Fig. 1: run 1, the metal 3 layer
Drawn at 3 px/micron.
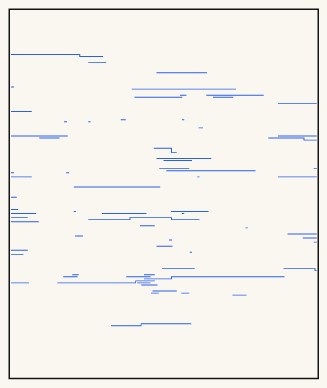
Fig. 2: run 1, placed cells, one colour a class
Drawn at 2 px/micron.
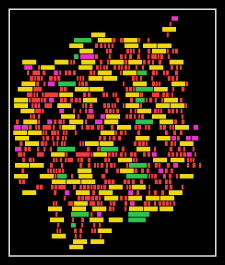
Fig. 3: run 1, cell outlines without signal wires
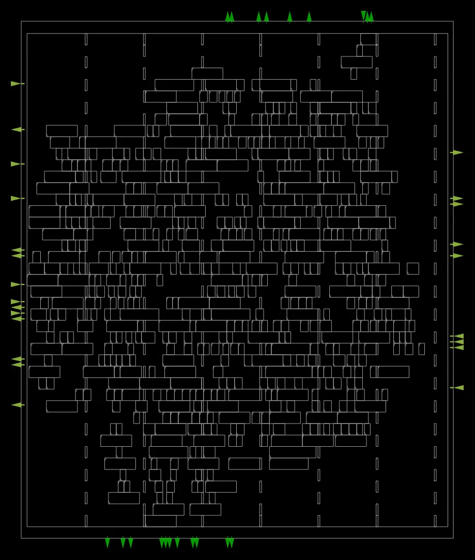
[src/rtl/frame_receiver_pkg.sv]
// Shared constants and types for the serial readout receive path.
package frame_receiver_pkg;
  localparam int WORD_W  = 12;
  localparam int N_SLOTS = 5;
  localparam int ADDR_W  = 3;

  typedef enum logic {IDLE, SHIFT} state_e;

  localparam logic [ADDR_W-1:0] SLOT_CH1 = 3'd0;
  localparam logic [ADDR_W-1:0] SLOT_CH2 = 3'd1;
  localparam logic [ADDR_W-1:0] SLOT_CH3 = 3'd2;
  localparam logic [ADDR_W-1:0] SLOT_CH4 = 3'd3;
  localparam logic [ADDR_W-1:0] SLOT_RTC = 3'd4;
endpackage

[src/rtl/frame_receiver_if.sv]
// Link-side inputs, word/status outputs and shadow-bank read port of the receiver.
interface frame_receiver_if #(
  parameter int WORD_W = frame_receiver_pkg::WORD_W,
  parameter int ADDR_W = frame_receiver_pkg::ADDR_W
);
  logic              serial_in;
  logic              SL_in;
  logic [ADDR_W-1:0] a_in;
  logic              ovf_in;
  logic [ADDR_W-1:0] rd_sel;
  logic [WORD_W-1:0] word_out;
  logic [ADDR_W-1:0] word_addr;
  logic              word_valid;
  logic              frame_err;
  logic              addr_err;
  logic              sweep_done;
  logic [WORD_W-1:0] rd_data;
  logic              ovf_seen;

  modport master (
    output serial_in, SL_in, a_in, ovf_in, rd_sel,
    input  word_out, word_addr, word_valid, frame_err, addr_err, sweep_done,
           rd_data, ovf_seen
  );

  modport slave (
    input  serial_in, SL_in, a_in, ovf_in, rd_sel,
    output word_out, word_addr, word_valid, frame_err, addr_err, sweep_done,
           rd_data, ovf_seen
  );
endinterface

[src/rtl/frame_receiver_sipo_shift.sv]
// Serial-in parallel-out shifter with bit counter; the receive twin of the transmitter PISO.
module sipo_shift #(
  parameter int WORD_W = frame_receiver_pkg::WORD_W,
  localparam int CNT_W = $clog2(WORD_W)
) (
  input  logic              clk,
  input  logic              reset,
  input  logic              clr_i,
  input  logic              en_i,
  input  logic              bit_i,
  output logic [WORD_W-1:0] word_o,
  output logic              busy_o,
  output logic              done_o
);
  import frame_receiver_pkg::*;

  logic [WORD_W-2:0] shift_q;
  logic [CNT_W-1:0]  cnt_q;

  // word_o already includes the bit being sampled, so it is complete on the done edge
  assign word_o = {shift_q, bit_i};
  assign done_o = en_i && (cnt_q == CNT_W'(WORD_W - 1));
  assign busy_o = (cnt_q != '0);

  always_ff @(posedge clk) begin
    if (reset || clr_i) begin
      shift_q <= '0;
      cnt_q   <= '0;
    end else if (en_i) begin
      shift_q <= word_o[WORD_W-2:0];
      cnt_q   <= done_o ? '0 : cnt_q + CNT_W'(1);
    end
  end
endmodule

[src/rtl/frame_receiver.sv]
// Readout link receiver: deserialises addressed words into a shadow bank and flags errors/sweeps.
module frame_receiver #(
  parameter int WORD_W  = frame_receiver_pkg::WORD_W,
  parameter int N_SLOTS = frame_receiver_pkg::N_SLOTS,
  parameter int ADDR_W  = frame_receiver_pkg::ADDR_W
) (
  input  logic             clk,
  input  logic             reset,
  frame_receiver_if.slave  bus
);
  import frame_receiver_pkg::*;

  localparam logic [ADDR_W-1:0] SLOT_LIM = ADDR_W'(N_SLOTS);

  state_e                          state_q;
  logic [ADDR_W-1:0]               addr_q;
  logic [WORD_W-1:0]               word_out_q;
  logic [ADDR_W-1:0]               word_addr_q;
  logic                            word_valid_q, frame_err_q, addr_err_q, sweep_done_q;
  logic                            ovf_q;
  logic [N_SLOTS-1:0][WORD_W-1:0]  bank_q;
  logic [N_SLOTS-1:0]              mask_q;

  logic                            sipo_en, sipo_busy, sipo_done;
  logic [WORD_W-1:0]               sipo_word;
  logic [N_SLOTS-1:0]              slot_oh, mask_d;
  logic [WORD_W-1:0]               rd_d;

  assign sipo_en = (state_q == SHIFT) && !bus.SL_in;

  sipo_shift #(.WORD_W(WORD_W)) u_sipo (
    .clk    (clk),
    .reset  (reset),
    .clr_i  (bus.SL_in),
    .en_i   (sipo_en),
    .bit_i  (bus.serial_in),
    .word_o (sipo_word),
    .busy_o (sipo_busy),
    .done_o (sipo_done)
  );

  always_comb begin
    slot_oh = '0;
    for (int i = 0; i < N_SLOTS; i++) slot_oh[i] = (addr_q == ADDR_W'(i));
    mask_d = mask_q | slot_oh;
  end

  always_ff @(posedge clk) begin
    if (reset) begin
      state_q      <= IDLE;
      addr_q       <= '0;
      word_out_q   <= '0;
      word_addr_q  <= '0;
      word_valid_q <= 1'b0;
      frame_err_q  <= 1'b0;
      addr_err_q   <= 1'b0;
      sweep_done_q <= 1'b0;
      ovf_q        <= 1'b0;
      bank_q       <= '0;
      mask_q       <= '0;
    end else begin
      word_valid_q <= 1'b0;
      frame_err_q  <= 1'b0;
      addr_err_q   <= 1'b0;
      sweep_done_q <= 1'b0;
      ovf_q        <= ovf_q | bus.ovf_in;
      case (state_q)
        IDLE: begin
          if (bus.SL_in) begin
            addr_q  <= bus.a_in;
            state_q <= SHIFT;
          end
        end
        SHIFT: begin
          if (bus.SL_in) begin
            // a reload with bits already taken aborts the frame; back-to-back loads do not
            frame_err_q <= sipo_busy;
            addr_q      <= bus.a_in;
          end else if (sipo_done) begin
            word_out_q  <= sipo_word;
            word_addr_q <= addr_q;
            state_q     <= IDLE;
            if (addr_q < SLOT_LIM) begin
              word_valid_q <= 1'b1;
              for (int i = 0; i < N_SLOTS; i++)
                if (slot_oh[i]) bank_q[i] <= sipo_word;
              if (&mask_d) begin
                sweep_done_q <= 1'b1;
                mask_q       <= '0;
              end else begin
                mask_q <= mask_d;
              end
            end else begin
              addr_err_q <= 1'b1;
            end
          end
        end
        default: state_q <= IDLE;
      endcase
    end
  end

  always_comb begin
    rd_d = '0;
    for (int i = 0; i < N_SLOTS; i++)
      if (bus.rd_sel == ADDR_W'(i)) rd_d = bank_q[i];
  end

  assign bus.word_out   = word_out_q;
  assign bus.word_addr  = word_addr_q;
  assign bus.word_valid = word_valid_q;
  assign bus.frame_err  = frame_err_q;
  assign bus.addr_err   = addr_err_q;
  assign bus.sweep_done = sweep_done_q;
  assign bus.rd_data    = rd_d;
  assign bus.ovf_seen   = ovf_q;
endmodule
[src/flat_wrapper.sv]
// flat-port wrapper written by rule: the top's interface ports become plain ports
module frame_receiver_flat import frame_receiver_pkg::*;
#(
  parameter int WORD_W  = frame_receiver_pkg::WORD_W,
  parameter int N_SLOTS = frame_receiver_pkg::N_SLOTS,
  parameter int ADDR_W  = frame_receiver_pkg::ADDR_W
)
  (clk, reset, bus_serial_in, bus_SL_in, bus_a_in, bus_ovf_in, bus_rd_sel, bus_word_out, bus_word_addr, bus_word_valid, bus_frame_err, bus_addr_err, bus_sweep_done, bus_rd_data, bus_ovf_seen);
  frame_receiver_if #(.WORD_W(WORD_W), .ADDR_W(ADDR_W)) bus_i ();
  input  logic clk;
  input  logic reset;
  input wire logic [$bits(bus_i.serial_in)-1:0] bus_serial_in;
  input wire logic [$bits(bus_i.SL_in)-1:0] bus_SL_in;
  input wire logic [$bits(bus_i.a_in)-1:0] bus_a_in;
  input wire logic [$bits(bus_i.ovf_in)-1:0] bus_ovf_in;
  input wire logic [$bits(bus_i.rd_sel)-1:0] bus_rd_sel;
  output wire logic [$bits(bus_i.word_out)-1:0] bus_word_out;
  output wire logic [$bits(bus_i.word_addr)-1:0] bus_word_addr;
  output wire logic [$bits(bus_i.word_valid)-1:0] bus_word_valid;
  output wire logic [$bits(bus_i.frame_err)-1:0] bus_frame_err;
  output wire logic [$bits(bus_i.addr_err)-1:0] bus_addr_err;
  output wire logic [$bits(bus_i.sweep_done)-1:0] bus_sweep_done;
  output wire logic [$bits(bus_i.rd_data)-1:0] bus_rd_data;
  output wire logic [$bits(bus_i.ovf_seen)-1:0] bus_ovf_seen;
  assign bus_i.serial_in = bus_serial_in;
  assign bus_i.SL_in = bus_SL_in;
  assign bus_i.a_in = bus_a_in;
  assign bus_i.ovf_in = bus_ovf_in;
  assign bus_i.rd_sel = bus_rd_sel;
  assign bus_word_out = bus_i.word_out;
  assign bus_word_addr = bus_i.word_addr;
  assign bus_word_valid = bus_i.word_valid;
  assign bus_frame_err = bus_i.frame_err;
  assign bus_addr_err = bus_i.addr_err;
  assign bus_sweep_done = bus_i.sweep_done;
  assign bus_rd_data = bus_i.rd_data;
  assign bus_ovf_seen = bus_i.ovf_seen;
  frame_receiver #(.WORD_W(WORD_W), .N_SLOTS(N_SLOTS), .ADDR_W(ADDR_W)) u_core (.clk(clk), .reset(reset), .bus(bus_i));
endmodule
[config.mk]
export PLATFORM = sky130hd
export DESIGN_NAME = frame_receiver_flat
export DESIGN_NICKNAME = d
export VERILOG_FILES = /design/src/rtl/frame_receiver_pkg.sv /design/src/rtl/frame_receiver_if.sv /design/src/rtl/frame_receiver_sipo_shift.sv /design/src/rtl/frame_receiver.sv /design/src/flat_wrapper.sv
export SDC_FILE = /design/constraint.sdc
export NUM_CORES = 1
export LEC_CHECK = 0
export ABC_AREA = 1
export CAP_MARGIN = 10
export CORE_ASPECT_RATIO = 1.2
export CORE_UTILIZATION = 35
export CTS_CLUSTER_DIAMETER = 40
export DETAILED_ROUTE_END_ITERATION = 10
export DONT_BUFFER_PORTS = 1
export SLEW_MARGIN = 20
export SYNTH_ARGS = -nofsm -noshare
export SYNTH_HDL_FRONTEND = slang
export SYNTH_SLANG_ARGS = --single-unit
[constraint.sdc]
create_clock -name clk -period 1.9 [get_ports clk]
set_clock_uncertainty 0.15 [all_clocks]
set_input_delay 0.19 -clock clk [delete_from_list [all_inputs] [get_ports clk]]
set_output_delay 0.19 -clock clk [all_outputs]
set_load 0.01 [all_outputs]
==> impl_metrics.ini, run 1 <==
; generated from flow reports
[status]
run_status = complete, but fails checks
violations_in_the_final_reports = hold timing

[cells_and_area]
final_antenna_diode_count = 0
fill_cells = 1197
syn_to_final_growth_pct = 14.93
design_area_sq_um = 4875
multi_input_comb_area_sq_um = 1803

[hold_path]
min-delay-path-class = in -> reg
worstHoldEndpoint = u_core.bus.word_out[0]$_SDFFE_PP0P_
min_from = bus_serial_in

[yosys]
synthMostInstantiatedCell = sky130_fd_sc_hd__dfxtp_1
yosysUniqueCellTypes = 32
ys_async_sr_fraction = 0
top_cells_by_count = sky130_fd_sc_hd__dfxtp_1, sky130_fd_sc_hd__nand2_1, sky130_fd_sc_hd__o21ai_0
syn_nets = 574
yosysWarningCount = 0
synth.largest_area_cell = sky130_fd_sc_hd__dfxtp_1
enable_flop_cells = 0
post_synth.cell_area_avg_sq_um = 7.561

[sta]
max-slew-margin-rel = 0.6172
tns_ns = 0
worst_hold_slack_ns = -0.002144
finalHoldViolCount = 1
final.period_utilization = 0.9375

[critical_path]
worst_r2r_endpoint = u_core.bank_q[54]$_SDFFE_PP0P_
cp-startpoint = u_core.u_sipo.cnt_q[1]$_SDFFE_PP0P_
rr_startpoint = u_core.u_sipo.cnt_q[1]$_SDFFE_PP0P_

[cts]
cts-buffers-inserted = 9
postCtsSetupRepairBufs = 0
clk_latency_ns = 0.34
ctsRootBufferMaster = sky130_fd_sc_hd__clkbuf_16
path_clk_slew_ns = 0.07

[detailed_routing]
wl_met1_mm = 4.734
first_pass_iters = 7
routed-via-count = 3723
dr.max_layer_used = met4
avgRoutedWirePerCell_microns = 15.39

[floorplan]
ios = 43
rows = 43
floorplan.initialDensity = 0.3633
die_area_sq_um = 12560
die_height_microns = 122.6

[global_routing]
globalRouteOverflowTotal = 0
global_route_wire_length_before_repair_mm = 17.87

[pwr]
post-layout-total-power_w = 0.004495

[placed_design]
numPortBuffers = 0

[run]
log.warning_count = 28
About Fig. 1:
- main direction: horizontal
- wire length on this layer: 640 microns
- longest straight run: 37.5 microns
- share of all routed wire: 5.7%

About Fig. 2:
- remaining buffers and delay cells: magenta (cells 26)
- registers: yellow (cells 104)
- remaining logic cells: red (cells 429)
- clock drivers and dummy loads: green (cells 16)

About Fig. 3:
final non-filler cell total: 732
Core Box Area: 11670 sq um
Seq area share: 0.4274

==> run 1: routing by layer <==
metal	up-vias	global-route usage
li1	1857	-
met2	105	0.3254
met5	-	0
met3	22	0.03815
met1	1739	0.2261
met4	0	0.08929
==> run 1: power by group <==
group / switching [W] / leakage (nW) / internal (W)
Sequential: 0.0000321 / 0.840 / 0.00220
Combinational: 0.000140 / 0.961 / 0.0000629
Clock: 0.000801 / 0.161 / 0.00126
==> run 1: state kept, by name (all words and copies together), names as in the netlist, 3 cells and up <==
| signal | cells |
|---|---|
| u_core.addr_q | 3 |
| u_core.bank_q | 60 |
| u_core.bus.word_addr | 3 |
| u_core.bus.word_out | 12 |
| u_core.mask_q | 5 |
| u_core.u_sipo.cnt_q | 4 |
| u_core.u_sipo.shift_q | 11 |
==> run 1: through the flow <==
| step | cells | hold WS, ns | setup WS (ns) |
|---|---|---|---|
| floorplan | 561 | 0.1607 | 0.3002 |
| detailed placement | 705 | 0.1124 | 0.08320 |
| CTS | 729 | 0.02308 | 0.01453 |
| global route | 732 | 0.02554 | -0.0008100 |
| finish | 732 | -0.002144 | 0.1187 |
| global placement | 705 | 0.1119 | 0.1477 |
==> run 1: cell families (layout without fill, tap and decap cells) <==
group,Yosys count,after routing,synth area share
xor gates and xnor gates,2,2,0.004131
DFF,104,104,0.4909
buffers and inverters,84,97,0.08643
AOI/OAI and AO/OA,153,153,0.1853
and+or+nand+nor,216,217,0.2274
adders and majority gates,2,2,0.005899
==> run 1: layout make-up <==
type	count	area share
Timing Repair Buffer	26	0.04748
Inverter	55	0.04492
Multi-Input combinational cell	374	0.3699
Clock buffer	12	0.05467
Sequential cell	104	0.4274
Clock inverter	4	0.01540
Tap cell	157	0.04030
## Run 2: what changed since run 1
--- a/config.mk
+++ b/config.mk
@@ -10,8 +10,10 @@
 export CORE_ASPECT_RATIO = 1.2
 export CORE_UTILIZATION = 35
 export CTS_CLUSTER_DIAMETER = 40
+export CTS_CLUSTER_SIZE = 25
 export DETAILED_ROUTE_END_ITERATION = 10
 export DONT_BUFFER_PORTS = 1
+export SKIP_CTS_REPAIR_TIMING = 1
 export SLEW_MARGIN = 20
 export SYNTH_ARGS = -nofsm -noshare
 export SYNTH_HDL_FRONTEND = slang
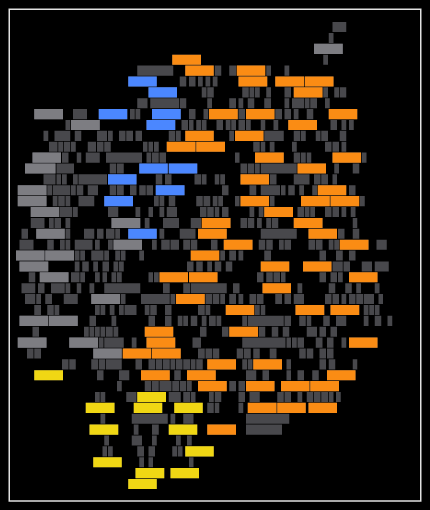
Fig. 4. Sequential cells grouped by signal name (run 2).
Drawn at 4 px/micron.
- `u_core.u_sipo.shift_q`: blue (sequential cells 11)
- `u_core.bus.word_out`: yellow (sequential cells 12)
- `u_core.bank_q`: orange (sequential cells 60)
- not coloured: 21

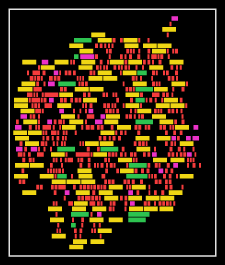
Fig. 5. Placed cells, one colour a class (run 2).
Drawn at 2 px/micron.
- remaining buffers and delay cells: magenta (cells 27)
- clock drivers and dummy loads: green (cells 16)
- remaining logic cells: red (cells 429)
- registers: yellow (cells 104)

==> run 2 against run 1 <==
The flow still finishes with violations (hold timing). Global-route usage shrank 0.28 points. Highest routed layer unchanged. Setup slack gained 0.00051 ns. Critical endpoint unchanged. Area after synthesis is the same.
==> impl_metrics.ini, run 2 <==
; generated from flow reports
[status]
run_status = complete, but fails checks
violations_in_the_final_reports = hold timing

[sta]
tns_ns = 0
finalHoldViolCount = 1
max-slew-margin-rel = 0.6165
worst_hold_slack_ns = -0.001845
final.period_utilization = 0.9372

[yosys]
post_synth.cell_area_avg_sq_um = 7.561
synthMostInstantiatedCell = sky130_fd_sc_hd__dfxtp_1
yosysUniqueCellTypes = 32
ys_async_sr_fraction = 0

[pwr]
p_int_w = 0.003523
pg_comb_w = 0.000204
power.share.combinational = 0.045
p_switching_w = 0.0009698
power.largest_group = sequential cells

[detailed_routing]
dr.max_layer_used = met4
first_pass_iters = 4

[cts]
path_clk_slew_ns = 0.07
clk_latency_ns = 0.34

[floorplan]
ios = 43

[placed_design]
place.detailed.instances = 705
place_ws_ns = 0.08320

[global_routing]
met3_usage = 0.03815
grt_util_met1 = 0.2240
grt_most_used_layer = met2

[cells_and_area]
fill_cells = 1203
## run 2: per-stage QoR
stage | hold slack (ns) | util | instance area (sq um)
2_1_floorplan | 0.1607 | - | 4242
3_3_place_gp | 0.1119 | 0.3772 | 4404
3_5_place_dp | 0.1124 | 0.3772 | 4404
4_1_cts | -0.2580 | 0.4065 | 4746
5_1_grt | 0.02534 | 0.4182 | 4882
6_report | -0.001845 | 0.4182 | 4882
## run 2: final timing paths
path                                       start                             endpoint
max          u_core.u_sipo.cnt_q[1]$_SDFFE_PP0P_       u_core.bank_q[54]$_SDFFE_PP0P_
min reg2reg       u_core.bank_q[26]$_SDFFE_PP0P_       u_core.bank_q[26]$_SDFFE_PP0P_
max reg2reg  u_core.u_sipo.cnt_q[1]$_SDFFE_PP0P_       u_core.bank_q[54]$_SDFFE_PP0P_
min                                bus_serial_in  u_core.bus.word_out[0]$_SDFFE_PP0P_
## run 2: cells by family (layout without fill, tap and decap cells)
group	Yosys count	count (layout)	synth area share
compound gates	153	153	0.1853
buf+inv	84	98	0.08643
flops	104	104	0.4909
simple gates	216	217	0.2274
xor+xnor	2	2	0.004131
fa+ha+maj	2	2	0.005899
## run 2: final cells by class
class,instances,area [sq um],area share
Sequential cell,104,2083,0.4267
Multi-Input combinational cell,374,1803,0.3693
Clock buffer,12,266.5,0.05459
Timing Repair Buffer,27,239.0,0.04895
Inverter,55,219.0,0.04485
Tap cell,157,196.4,0.04024
Clock inverter,4,75.07,0.01538
## run 2: critical path: cells and delay by family, from the launching register on
family	cells	cell delay, ns
simple gates	5	0.62
flops	1	0.36
fa+ha+maj	1	0.17
buf+inv	2	0.25
compound gates	1	0.14
## Run 3: what changed since run 2
--- a/config.mk
+++ b/config.mk
@@ -6,7 +6,6 @@
 export NUM_CORES = 1
 export LEC_CHECK = 0
 export ABC_AREA = 1
-export CAP_MARGIN = 10
 export CORE_ASPECT_RATIO = 1.2
 export CORE_UTILIZATION = 35
 export CTS_CLUSTER_DIAMETER = 40
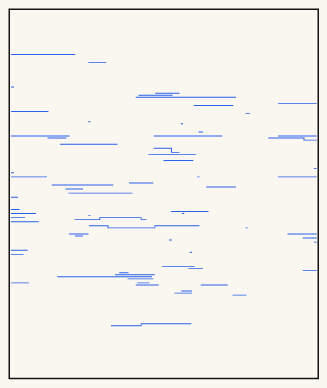
Fig. 6. The metal 3 layer (run 3).
Drawn at 3 px/micron.
- main direction: horizontal
- longest straight run: 33.1 microns

==> run 3 against run 2 <==
The flow still finishes with violations (hold timing). Clock power hardly changed. Die area unchanged. Synthesized cell count is the same. Non-clock buffer count did not move. Wire length stayed put. Critical endpoint unchanged.
==> impl_metrics.ini, run 3 <==
; generated from flow reports
[yosys]
synthTopLogicFamily = simple AND/OR/NAND/NOR gates
synthXorXnorAreaFrac = 0.004130
yosys-mux-area-fraction = 0
post_synth.cell_area_avg_sq_um = 7.561

[floorplan]
die_height_microns = 122.6
ios = 43
die_area_sq_um = 12560

[sta]
max-slew-margin-rel = 0.6165
worst_hold_slack_ns = -0.001845
tns_ns = 0
worst_setup_slack_final_ns = 0.1192
finalHoldViolCount = 1

[global_routing]
global_route_wire_length_before_repair_mm = 17.62
globalRouteOverflowTotal = 0

[pwr]
pwr.group.sequential_w = 0.00223
post-layout-total-power_w = 0.004492
power.share.combinational = 0.045
power.largest_group = sequential cells

[placed_design]
place.detailed.instances = 705
place_ws_ns = 0.08320

[cells_and_area]
final_antenna_diode_count = 0
fin_util = 0.4182
largest_register = u_core.bank_q
largest_register_ffs = 60

[status]
violations_in_the_final_reports = hold timing
run_status = complete, but fails checks
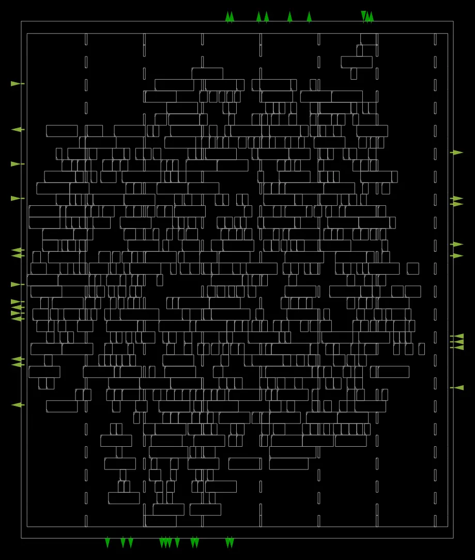
Fig. 7. Cell outlines without signal wires (run 3).
fill cell count: 1203
FP Rows: 43
final non-filler cell total: 733

==> run 3: cell counts in the layout (fill, tap and decap cells not counted) <==
Identical to the previous run, type by type.
==> run 3: kinds of logic after synthesis <==
family                     count (synthesis)
AOI/OAI and AO/OA                        153
xor gates and xnor gates                   2
adders and majority gates                  2
buffers and inverters                     84
DFF                                      104
and+or+nand+nor                          216
==> run 3: worst max path at each step <==
stage / end / cells past startpoint / slack [ns] / start
2_1_floorplan: u_core.bank_q[53]$_SDFFE_PP0P_ / 9 / 0.30 / u_core.u_sipo.cnt_q[0]$_SDFFE_PP0P_
3_3_place_gp: u_core.bank_q[56]$_SDFFE_PP0P_ / 9 / 0.15 / u_core.u_sipo.cnt_q[0]$_SDFFE_PP0P_
3_5_place_dp: u_core.bank_q[54]$_SDFFE_PP0P_ / 9 / 0.08 / u_core.u_sipo.cnt_q[0]$_SDFFE_PP0P_
4_1_cts: u_core.bank_q[54]$_SDFFE_PP0P_ / 9 / 0.06 / u_core.u_sipo.cnt_q[0]$_SDFFE_PP0P_
5_1_grt: u_core.bank_q[54]$_SDFFE_PP0P_ / 9 / 0.003 / u_core.u_sipo.cnt_q[1]$_SDFFE_PP0P_
6_report: u_core.bank_q[54]$_SDFFE_PP0P_ / 9 / 0.12 / u_core.u_sipo.cnt_q[1]$_SDFFE_PP0P_
==> run 3: per-layer routing <==
metal	routed length, microns	vias to the layer above	GRT usage
li1	-	1859	-
met1	4805	1714	0.2240
met2	5602	104	0.3213
met3	616	19	0.03815
met4	293	0	0.08304
met5	0	-	0
==> run 3: area by class of cell <==
class	count	area [sq um]
fillers	1203	6793
flip-flops and latches	104	2083
multi-input cells	374	1803
clock buffers	12	266.5
repair buffers	27	239.0
inverters	55	219.0
well taps	157	196.4
clock inverters	4	75.07
Power is estimated from default activity; no workload was simulated.
